[src/rtl/game_pkg.sv]
// Shared game definitions: state encoding for the stage
// progress controller and default character coordinate widths.
package game_pkg;

    typedef enum logic [1:0] {
        REDRAW   = 2'd0,
        PLAY     = 2'd1,
        FINISHED = 2'd2
    } state_t;

    localparam int DEF_X_W = 9;
    localparam int DEF_Y_W = 8;

endpackage

[src/rtl/stage_progress_fsm_zone_hit.sv]
// zone_hit: combinational square-zone test around a centre.
// Ports: charX/charY position, zoneX/zoneY centre, hit result.
module zone_hit #(
    parameter int X_W      = 9,
    parameter int Y_W      = 8,
    parameter int ZONE_TOL = 2
) (
    input  logic [X_W-1:0] charX,
    input  logic [Y_W-1:0] charY,
    input  logic [X_W-1:0] zoneX,
    input  logic [Y_W-1:0] zoneY,
    output logic           hit
);

    localparam logic [X_W:0] TX = (X_W+1)'(ZONE_TOL);
    localparam logic [Y_W:0] TY = (Y_W+1)'(ZONE_TOL);

    logic [X_W:0] dx;
    logic [Y_W:0] dy;

    // Guard bit holds the sign of the difference, so the
    // absolute distance never wraps at either coordinate end.
    always_comb begin
        dx = {1'b0, charX} - {1'b0, zoneX};
        if (dx[X_W]) dx = -dx;
        dy = {1'b0, charY} - {1'b0, zoneY};
        if (dy[Y_W]) dy = -dy;
        hit = (dx <= TX) && (dy <= TY);
    end

endmodule

[src/rtl/stage_progress_fsm.sv]
// Stage progress controller: walks puzzle stages on key
// activation inside forward/backward zones, requests map redraws,
// and latches completion when the goal zone is reached.
// Ports: clock, resetn (sync, active-low), activate, spriteDead,
// doneRedraw, charX/charY, per-stage zone centres, goal centre;
// outputs stage, redrawReq, updating, finished.
module stage_progress_fsm
    import game_pkg::*;
#(
    parameter int NUM_STAGES = 4,
    parameter int X_W        = DEF_X_W,
    parameter int Y_W        = DEF_Y_W,
    parameter int ZONE_TOL   = 2,
    parameter int SW         = $clog2(NUM_STAGES)
) (
    input  logic                  clock,
    input  logic                  resetn,
    input  logic                  activate,
    input  logic                  spriteDead,
    input  logic                  doneRedraw,
    input  logic [X_W-1:0]        charX,
    input  logic [Y_W-1:0]        charY,
    input  logic [NUM_STAGES*X_W-1:0] fwdZoneX,
    input  logic [NUM_STAGES*Y_W-1:0] fwdZoneY,
    input  logic [NUM_STAGES*X_W-1:0] backZoneX,
    input  logic [NUM_STAGES*Y_W-1:0] backZoneY,
    input  logic [X_W-1:0]        goalX,
    input  logic [Y_W-1:0]        goalY,
    output logic [SW-1:0]         stage,
    output logic                  redrawReq,
    output logic                  updating,
    output logic                  finished
);

    localparam logic [SW-1:0] LAST = SW'(NUM_STAGES - 1);

    state_t state;
    logic   act_q;
    logic   ev;
    logic   fwd_hit;
    logic   back_hit;
    logic   goal_hit;

    logic [X_W-1:0] fzx;
    logic [Y_W-1:0] fzy;
    logic [X_W-1:0] bzx;
    logic [Y_W-1:0] bzy;

    assign fzx = fwdZoneX[int'(stage)*X_W +: X_W];
    assign fzy = fwdZoneY[int'(stage)*Y_W +: Y_W];
    assign bzx = backZoneX[int'(stage)*X_W +: X_W];
    assign bzy = backZoneY[int'(stage)*Y_W +: Y_W];

    assign ev = activate & ~act_q;

    zone_hit #(.X_W(X_W), .Y_W(Y_W), .ZONE_TOL(ZONE_TOL)) u_fwd (
        .charX(charX), .charY(charY),
        .zoneX(fzx), .zoneY(fzy), .hit(fwd_hit)
    );

    zone_hit #(.X_W(X_W), .Y_W(Y_W), .ZONE_TOL(ZONE_TOL)) u_back (
        .charX(charX), .charY(charY),
        .zoneX(bzx), .zoneY(bzy), .hit(back_hit)
    );

    zone_hit #(.X_W(X_W), .Y_W(Y_W), .ZONE_TOL(ZONE_TOL)) u_goal (
        .charX(charX), .charY(charY),
        .zoneX(goalX), .zoneY(goalY), .hit(goal_hit)
    );

    // redrawReq doubles as the "first REDRAW cycle" marker, which
    // is why doneRedraw is ignored while it is high.
    always_ff @(posedge clock) begin
        if (!resetn) begin
            state     <= REDRAW;
            stage     <= '0;
            act_q     <= 1'b0;
            redrawReq <= 1'b1;
            updating  <= 1'b1;
            finished  <= 1'b0;
        end else begin
            act_q     <= activate;
            redrawReq <= 1'b0;
            unique case (state)
                REDRAW: begin
                    if (spriteDead) begin
                        stage     <= '0;
                        redrawReq <= 1'b1;
                    end else if (doneRedraw && !redrawReq) begin
                        state    <= PLAY;
                        updating <= 1'b0;
                    end
                end
                PLAY: begin
                    if (spriteDead) begin
                        stage     <= '0;
                        state     <= REDRAW;
                        redrawReq <= 1'b1;
                        updating  <= 1'b1;
                    end else if (ev && fwd_hit) begin
                        // A forward hit shadows the backward zone even
                        // when it cannot advance from the last stage.
                        if (stage != LAST) begin
                            stage     <= stage + 1'b1;
                            state     <= REDRAW;
                            redrawReq <= 1'b1;
                            updating  <= 1'b1;
                        end
                    end else if (ev && back_hit && stage != '0) begin
                        stage     <= stage - 1'b1;
                        state     <= REDRAW;
                        redrawReq <= 1'b1;
                        updating  <= 1'b1;
                    end else if (stage == LAST && goal_hit) begin
                        state    <= FINISHED;
                        finished <= 1'b1;
                    end
                end
                FINISHED: begin
                    finished <= 1'b1;
                end
                default: begin
                    state     <= REDRAW;
                    stage     <= '0;
                    redrawReq <= 1'b1;
                    updating  <= 1'b1;
                    finished  <= 1'b0;
                end
            endcase
        end
    end

endmodule

[config.mk]
export PLATFORM = sky130hd
export DESIGN_NAME = stage_progress_fsm
export DESIGN_NICKNAME = d
export VERILOG_FILES = /design/src/rtl/game_pkg.sv /design/src/rtl/stage_progress_fsm_zone_hit.sv /design/src/rtl/stage_progress_fsm.sv
export SDC_FILE = /design/constraint.sdc
export NUM_CORES = 1
export LEC_CHECK = 0
export ABC_AREA = 1
export CORE_ASPECT_RATIO = 1.1
export CORE_UTILIZATION = 54
export DETAILED_ROUTE_END_ITERATION = 10
export PLACE_DENSITY_LB_ADDON = 0.15
export SETUP_SLACK_MARGIN = 0.3
export SKIP_LAST_GASP = 1
export SYNTH_ARGS = -nofsm -noshare
export SYNTH_HDL_FRONTEND = slang
export SYNTH_HIERARCHICAL = 1
export SYNTH_SLANG_ARGS = --single-unit
export TNS_END_PERCENT = 100
[constraint.sdc]
create_clock -name clock -period 7.37 [get_ports clock]
set_input_delay 0.737 -clock clock [delete_from_list [all_inputs] [get_ports clock]]
set_output_delay 0.737 -clock clock [all_outputs]
set_load 0.02 [all_outputs]
Run 1, floorplan with the power grid:
Scale bar: 20 um. Pins as bars on the die edge.
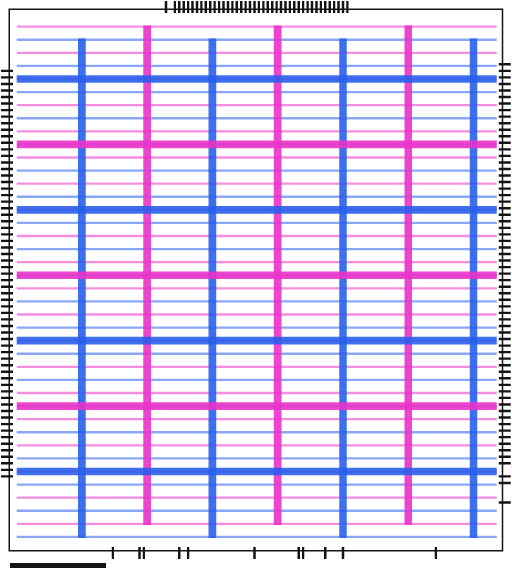
legend:
  VDD:
    colour: magenta
  VSS:
    colour: blue
met5 straps: 7
met1 rails: 40
rows: 39
Die Wd: 102 um
core area: 10600 um^2
worst ir drop on vdd: 221 uV

Run 1, cell classes on the final placement:
Scale bar: 20 um.
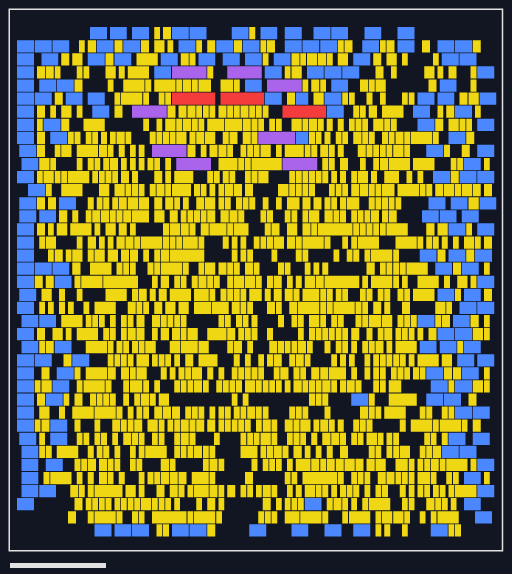
legend:
  flip-flops:
    colour: purple
    cells: 8
  cells driving clock nets:
    colour: red
    cells: 3
  other buffers and delay cells:
    colour: blue
    cells: 181
  all other logic:
    colour: yellow
    cells: 1164
fin util: 74.7%
Core Rows: 39
Design Area, Final: 7910 um^2
sequential share of cell area: 2.04%

==> reports/metrics.cfg, run 1 <==
[timing]
hold_viol=0
worst_slew_pin_slew_ps=655
rsz0062_at_grt=false
whs_ps=456
max_freq_mhz=248
finalSetupViolCount=0
setup_tns_ps=0
slew_headroom_pct=56.3

[worst_setup_path]
required_ps=7490
critical_path_class=flop to flop
crit_path_end_kind=flop
crit_family=simple AND/OR/NAND/NOR gates
cp_slowest_cell=buf_4
reg2reg_from=stage[0]$_SDFFE_PN0P_
worst-path-stages=24
path_max_fanout=71

[logic_synthesis]
syn_inst=1196
postSynthAreaPerCell_um2=4.99
edf_count=0
netlist.area_leader.share_pct=23.8
synthDistinctLibCells=34
floorplan.nets=1433
netlist_area_um2=5970
numSynthFlops=8
synthTopCellsByCount=nand2_1 (378), inv_1 (220), nor2_1 (142)
top_cell=nand2_1
yosysChipArea_um2=5970
largest_area_cell=nand2_1
ys_cells=1196

[global_route]
top_usage_layer=met2
grt_usage_pct=30.7
grt_max_degree=72
grtUsageMet2_pct=57.3
grt_overflow=0
grt_pass1_vias=7113
grtUsageMet1_pct=37.1

[clocking]
cts_max_level=1
cts_resized=0
cts_inserted_buffers=3
clk_path_buf_depth=2
cts_sinks=8

[routing]
first_pass_iters=5
drcViolationCount=0
drt-met1-wl_um=7800
viasPerCell=5.10
ant_nets=0
routed.top_layer=met4
drt-wirelength-per-cell_um=11.7
routed_wl_um=17500
initialDrtViolationCount=345

[floorplan]
ios=180
fp_util_pct=56.4

[layout]
n_all_buffers=181
final_nets=1595
layout-drive-gt1-share_pct=5.38
nClkBuffers=3
logic_gates=929
nonClkBufAreaFrac_pct=22.9
layout_top_cell=nand2_1
largest_cell_class=combinational gates
final_cell_mix=nand2_1 (378), inv_1 (220), clkdlybuf4s50_1 (179), nor2_1 (142), nand3_1 (117)

[outcome]
status=completed

[hold_path]
hold_path_end=finished$_SDFFE_PN0P_

[placed_design]
dp.cells=1496
gp_congestion=0.899
hpwl_um=14600

[job]
openroad.warnings=30

[power]
power.leakage_nw=4.42
p_total_mw=2.99

Run 1, clock distribution:
Scale bar: 20 um.
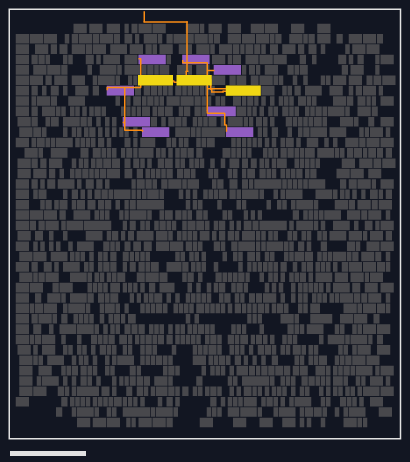
legend:
  flip-flops:
    colour: purple
    count: 8
  cells driving clock nets:
    colour: yellow
    count: 3
  clock wires:
    colour: orange
    length: 140 um
flops lie: top middle
Clock group: 91.0 uW
skew final: 0.710 ps
clock power share: 3.0%
later-pin clock latency in the skew report: 230 ps

==> run 1: cells by family (layout without fill, tap and decap cells) <==
kind of cell               count (synthesis)  count (layout)  synth area share, %
and+or+nand+nor                          713             713                 52.0
buffers and inverters                    259             419                 17.0
AOI/OAI and AO/OA                        149             149                 13.9
adders and majority gates                 62              62                 13.7
DFF                                        8               8                 2.68
xor gates and xnor gates                   5               5                0.734
==> run 1: report_power, final <==
part,internal [mW],switching (mW),total (mW)
clock,0.0700,0.0211,0.0910
sequential,0.0590,0.0128,0.0718
combinational,1.02,1.80,2.82
total,1.15,1.84,2.99
==> run 1: registers in the layout (all words and copies together) (netlist names) <==
name / flops
stage: 2
redrawReq: 1
finished: 1
act_q: 1
updating: 1
state: 2
==> run 1 -> run 2 <==
Settings changed: CORE_UTILIZATION 54 to 50.
Clock period 7.37 ns to 3.8 ns, I/O delays scaled along.
Run 2, floorplan with the power grid:
Scale bar: 20 um. Pins as bars on the die edge.
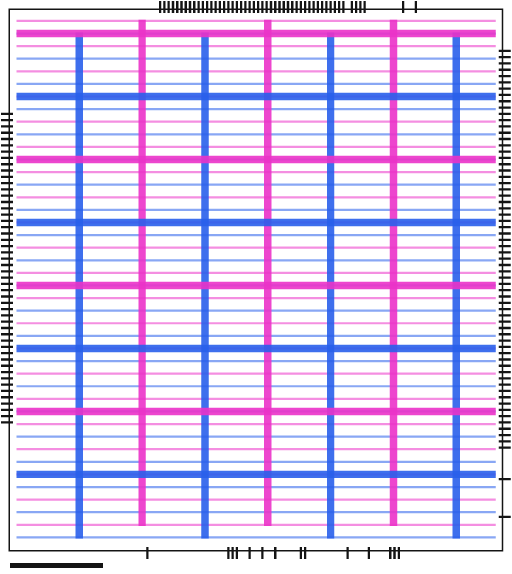
legend:
  VSS:
    colour: blue
  VDD:
    colour: magenta
met1 rails: 42
rows: 41
signal pins: 180
Die Y-Extent: 117 um
worst ir drop on vdd: 468 uV
core area: 11500 um^2
Die Wd: 106 um

==> reports/metrics.cfg, run 2 <==
[global_route]
grt_pass1_vias=6762  ; -4.9%
top_usage_layer=met2
grt_overflow=0  ; unchanged
grtUsageMet2_pct=53.9  ; -3.5 points
grtUsageMet1_pct=37.7  ; +0.66 points
grt_max_degree=21  ; -71%

[power]
seq_power_share_pct=2.4  ; about the same
p_clk_uw=180  ; +98%
p_switching_mw=4.09  ; +120%
p_int_mw=2.82  ; +140%
p_total_mw=6.91  ; +130%
seq_power_uw=169  ; +140%
top_power_group=combinational cells
power.leakage_nw=4.69  ; +6.1%
p_sw_share_pct=59.2  ; -2.3 points

[timing]
whs_ps=462  ; +6.76 ps
worst_slew_pin_slew_ps=555  ; -100 ps
setup_tns_ps=0  ; unchanged
hold_viol=0  ; unchanged
rsz0062_at_grt=false

[routing]
drcViolationCount=0  ; unchanged
routed.top_layer=met4
drt-met1-wl_um=8770  ; +12%

[logic_synthesis]
edf_count=0  ; unchanged
xor_area_share_pct=0.734  ; unchanged
largest_area_cell=nand2_1
ys_sh_mux_pct=0  ; unchanged
floorplan.nets=1433  ; unchanged
top_cell=nand2_1
ys_cells=1196  ; unchanged
netlist.area_leader.share_pct=23.8  ; unchanged
netlist_area_um2=5970  ; unchanged
synthDistinctLibCells=34  ; unchanged
synthTopCellsByCount=nand2_1 (378), inv_1 (220), nor2_1 (142)

[layout]
design_area_um2=8750  ; +11%
top_regs=stage (2), state (2)

[placed_design]
gp_congestion=0.922  ; +2.6%
dp.cells=1519  ; +1.5%

[clocking]
cts_inserted_buffers=3  ; unchanged
cts_sinks=8  ; unchanged
cts_max_level=1  ; unchanged
insertion_delay_ps=230  ; about the same
cts_resized=8  ; +8

[job]
openroad.warnings=31  ; +3.3%

[outcome]
status=completed

[worst_setup_path]
crit_family=simple AND/OR/NAND/NOR gates

[floorplan]
ios=180  ; unchanged

Run 2, routed metal, one colour a layer:
Two of the layers only.
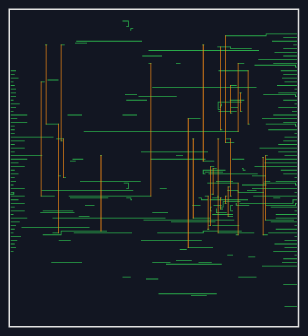
legend:
  met4:
    colour: orange
    wire_length: 678 um
  met3:
    colour: green
    wire_length: 1670 um
wire per inst: 13.7 um
total wire length: 21000 um
GRT Resource Usage Total: 29.8%
via count: 8139

run 2: cell counts after synthesis:
No cell type changed its count.
run 2: worst paths after layout:
kind              cells past startpoint  slack [ps]               endpoint                  start
setup / recovery                     25         280  state[1]$_SDFFE_PN0P_           backZoneY[8]
hold / removal                        2         460  finished$_SDFFE_PN0P_  finished$_SDFFE_PN0P_
hold reg to reg                       2         460  finished$_SDFFE_PN0P_  finished$_SDFFE_PN0P_
setup reg to reg                     25         280  state[1]$_SDFFE_PN0P_  stage[0]$_SDFFE_PN0P_
run 2: final cells by class:
class                           instances  area, um^2  area share, %
Inverter                              235         897           10.2
Timing Repair Buffer                  211        2130           24.3
Multi-Input combinational cell        931        5300           60.5
Sequential cell                         8         168           1.92
Tap cell                              150         188           2.14
Clock buffer                            3        75.1          0.858
Power figures rest on the tool's default switching activity, not on a simulated workload.
